<file path="src/rtl/ribbon_adc_responder.sv">
// SPI responder emulating the ribbon sensor's 8-channel, 10-bit ADC.
// Decodes start/SGL/D2..D0, drives a null bit, then 10 sample bits MSB-first.
module ribbon_adc_responder (
  input  logic       clk,
  input  logic       rst,
  input  logic       sclk,
  input  logic       cs_n,
  input  logic       mosi,
  output logic       miso,
  input  logic       wr_en,
  input  logic [2:0] wr_addr,
  input  logic [9:0] wr_data,
  output logic       frame_done,
  output logic       frame_err,
  output logic [2:0] last_ch,
  output logic       last_sgl
);

  localparam int unsigned DW  = 10;
  localparam int unsigned NCH = 8;
  localparam int unsigned CW  = 4;

  typedef enum logic [2:0] {
    S_IDLE,
    S_WAIT,
    S_CMD,
    S_NULL,
    S_DATA,
    S_TAIL
  } state_t;

  state_t          state;
  logic [1:0]      sclk_sync;
  logic [1:0]      cs_sync;
  logic [1:0]      mosi_sync;
  logic            sclk_d;
  logic [1:0]      settle;
  logic            armed;
  logic [CW-1:0]   cnt;
  logic [2:0]      cmd;
  logic [DW-1:0]   shreg;
  logic [DW-1:0]   bank [NCH];
  logic            rise_c;
  logic            fall_c;
  logic            cs_c;
  logic            mosi_c;

  assign cs_c   = cs_sync[1];
  assign mosi_c = mosi_sync[1];
  assign rise_c = sclk_sync[1] & ~sclk_d;
  assign fall_c = ~sclk_sync[1] & sclk_d;

  // Two-flop synchronizers plus the sclk edge-detect history.
  always_ff @(posedge clk) begin
    if (rst) begin
      sclk_sync <= 2'b00;
      cs_sync   <= 2'b11;
      mosi_sync <= 2'b00;
      sclk_d    <= 1'b0;
    end else begin
      sclk_sync <= {sclk_sync[0], sclk};
      cs_sync   <= {cs_sync[0], cs_n};
      mosi_sync <= {mosi_sync[0], mosi};
      sclk_d    <= sclk_sync[1];
    end
  end

  // After reset, only a cs_n low seen after a settled high may start a frame.
  always_ff @(posedge clk) begin
    if (rst) begin
      settle <= 2'd0;
      armed  <= 1'b0;
    end else begin
      if (settle != 2'd2) settle <= settle + 2'd1;
      if (settle == 2'd2 && cs_c) armed <= 1'b1;
    end
  end

  always_ff @(posedge clk) begin
    if (rst) begin
      for (int i = 0; i < NCH; i++) bank[i] <= '0;
    end else if (wr_en) begin
      bank[wr_addr] <= wr_data;
    end
  end

  // Frame state machine; a cs_n release beats any same-cycle sclk edge.
  always_ff @(posedge clk) begin
    if (rst) begin
      state      <= S_IDLE;
      miso       <= 1'b1;
      frame_done <= 1'b0;
      frame_err  <= 1'b0;
      last_ch    <= '0;
      last_sgl   <= 1'b0;
      cnt        <= '0;
      cmd        <= '0;
      shreg      <= '0;
    end else begin
      frame_done <= 1'b0;
      frame_err  <= 1'b0;
      if (cs_c) begin
        state <= S_IDLE;
        miso  <= 1'b1;
        cnt   <= '0;
        if (state == S_CMD || state == S_NULL || state == S_DATA) frame_err <= 1'b1;
      end else begin
        case (state)
          S_IDLE: begin
            miso <= 1'b1;
            cnt  <= '0;
            if (armed) state <= S_WAIT;
          end
          S_WAIT: begin
            miso <= 1'b1;
            cnt  <= '0;
            if (rise_c && mosi_c) state <= S_CMD;
          end
          S_CMD: begin
            miso <= 1'b1;
            if (rise_c) begin
              cmd <= {cmd[1:0], mosi_c};
              cnt <= cnt + CW'(1);
              if (cnt == CW'(3)) begin
                last_sgl <= cmd[2];
                last_ch  <= {cmd[1:0], mosi_c};
                state    <= S_NULL;
              end
            end
          end
          S_NULL: begin
            if (fall_c) begin
              miso  <= 1'b0;
              shreg <= last_sgl ? bank[last_ch] : '0;
              cnt   <= '0;
              state <= S_DATA;
            end
          end
          S_DATA: begin
            if (fall_c) begin
              miso  <= shreg[DW-1];
              shreg <= {shreg[DW-2:0], 1'b0};
              cnt   <= cnt + CW'(1);
              if (cnt == CW'(DW - 1)) begin
                frame_done <= 1'b1;
                state      <= S_TAIL;
              end
            end
          end
          S_TAIL: begin
            if (fall_c) miso <= 1'b0;
          end
          default: begin
            state <= S_IDLE;
            miso  <= 1'b1;
          end
        endcase
      end
    end
  end

endmodule
</file>
<file path="config.mk">
export PLATFORM = sky130hd
export DESIGN_NAME = ribbon_adc_responder
export DESIGN_NICKNAME = d
export VERILOG_FILES = /design/src/rtl/ribbon_adc_responder.sv
export SDC_FILE = /design/constraint.sdc
export NUM_CORES = 1
export LEC_CHECK = 0
export CORE_ASPECT_RATIO = 1.2
export CORE_MARGIN = 2
export CORE_UTILIZATION = 26
export DETAILED_ROUTE_END_ITERATION = 16
export PLACE_DENSITY = 0.47
export SYNTH_ARGS = -nofsm -noshare
export SYNTH_HDL_FRONTEND = slang
export SYNTH_SLANG_ARGS = --single-unit
</file>
<file path="constraint.sdc">
create_clock -name clk -period 4.6 [get_ports clk]
set_input_delay 0.92 -clock clk [delete_from_list [all_inputs] [get_ports clk]]
set_output_delay 0.92 -clock clk [all_outputs]
set_load 0.005 [all_outputs]
</file>
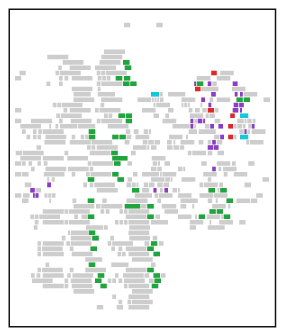
*Selected gate families*
color	family	cells
cyan	adder and majority cells	3
green	multiplexers	49
purple	NAND gates	31
red	AND-OR and OR-AND gates	6

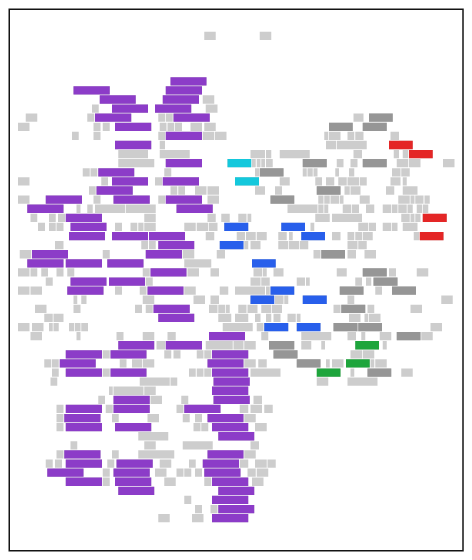
*Sequential cells colored by netlist name*
Other sequential cells in the stronger gray, the rest of the logic in the fainter gray.
color	signal	placed flops
cyan	settle	2
blue	shreg	10
green	cmd	3
purple	bank	80
red	cnt	4
not colored	21

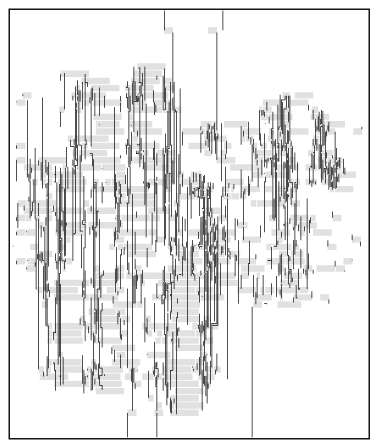
*Met2 routing*
Cells faint in the background.
nets with wire on the layer	378
wire length on this layer	5,670 um
main direction	vertical
longest straight run	81.6 um

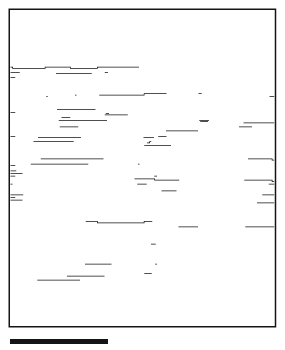
*Signal wires on met3*
Scale bar: 50 um.
longest straight run	31.7 um
main direction	horizontal

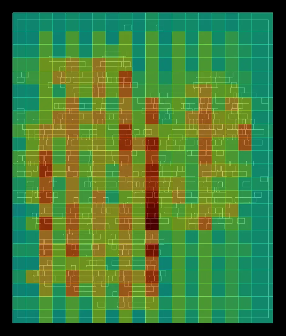
*Track usage over the die*
end-of-flow core utilization: 31.8%
met1 Track Usage GR: 15.8%
GRT Resource Usage Total: 12.0%

==> summary.txt <==
The synthesis and PnR run went through. Internal power comes to approximately 2.1 mW. Detailed router's first-iteration violation count landed at about 190. Die width landed at about 140 um. The wire length recorded after detailed routing is 12.1 mm.

Maximum clock insertion buffer count landed at 2. The cell sitting at the root of the clock tree is a clkbuf_16. After Yosys synthesis, AND-OR and OR-AND compound gates account for 8.34% of the synthesized area. The number of global-route vias before repair is 3,355.

The worst setup path is captured at a register. In the layout the commonest cells are and2_1 (81), edfxtp_1 (80), mux2i_1 (46). Clock latency at the later pin of the worst-skew pair landed at 0.41 ns. The routed design shows a via density per instance of 4.51. RePlAce ended its routability-driven mode at a weighted congestion of 0.804. Setup slack closes at 1.80 ns. Fraction of layout instances using a drive strength above 1 landed at 10.4%.

The register with the most flip-flops in the final layout is bank. Total core area landed at roughly 20,000 um^2. Yosys mapped the design onto 43 distinct sky130hd cell types. For the worst setup path, the data arrival time is 2.90 ns. The worst-case reg-to-reg setup slack stands at 2.09 ns. The area growth from synthesis to layout is 20.0%. The report lists the cells along the critical path as clkdlybuf4s50_1, nor3_1, or2_2.

Measured against its own limit, the worst slew margin works out to 25.7%. Per the hold report, the tightest min-delay path originates at cs_sync[0]. Sequential share of the synthesized area landed at about three fifths. After synthesis, the design contains 436 cells according to Yosys. Per the STA report, the cell with the highest stage delay on the worst path is nor3_1. Post-synthesis instance area landed at 5370 um^2. The most common cell in the synthesized netlist is and2_1.

Timing would allow up to about 0.36 GHz. Per STA, the endpoint of the critical path is bank[1][6]. Switching component of the power landed at 0.584 mW. The final report lists the setup-violating endpoint count as 0. During placement, the flow inserted port buffers numbering 25.

The worst setup path is launched from a primary input. The flow ran to the end, and the final reports show no timing, DRC or antenna violations. The final route contains 3,317 vias. Sequential cells burn 46.6% of the power. Met2 usage landed at 18.6%. In this run the worst hold path is classified as reg2reg.

TritonCTS reports the number of clock sinks as between 100 and 150. When the netlist entered floorplanning its net count stood at 458. Number of filler cells placed in the layout landed at about 2,000. The floorplan step set the die height to 161 um. Final tally of hold violations landed at 0. Summed over its instances, the top area cell type makes up roughly 45% of the synthesized netlist area. Number of top-level design ports landed at 26. Of the total power, the clock network draws 48.1%. Register bit total from synthesis landed at 120.

Minimum clock period landed at 2.80 ns. Final number of max-transition violations landed at 0. Post-route clock skew landed at just over 0.007 ns. The synthesized design contains 80 enable-type register cells. Number of buffers inserted for hold repair after clock tree synthesis landed at 0. The chip occupies roughly 22,000 um^2.

Number of logic stages on the critical path including buffering landed at 3. Yosys chip area landed at between 5000 and 6000 um^2. The repair_antennas step left the layout with diodes totalling 0. Number of nets in the finished design landed at 480. The highest layer touched by signal routing is met4.
-- layout make-up --
| class | instances | area [um^2] | share of cell area, % |
|---|---|---|---|
| Clock buffer | 17 | 425 | 6.61 |
| Sequential cell | 120 | 3200 | 49.8 |
| Clock inverter | 14 | 151 | 2.35 |
| Tap cell | 265 | 332 | 5.15 |
| Timing Repair Buffer | 28 | 273 | 4.24 |
| Multi-Input combinational cell | 288 | 2040 | 31.7 |
| Inverter | 3 | 11.3 | 0.175 |
-- stage by stage --
step           power [mW]  hold slack (ns)  area [um^2]  util (%)
2_1_floorplan        1.33            0.389         5370         -
3_3_place_gp         1.39            0.404         5860      28.9
3_5_place_dp         1.40            0.401         5860      28.9
4_1_cts              2.67            0.416         6440      31.8
5_1_grt              2.74            0.428         6440      31.8
6_report             2.65            0.417         6440      31.8
Power is estimated from default activity; no workload was simulated.
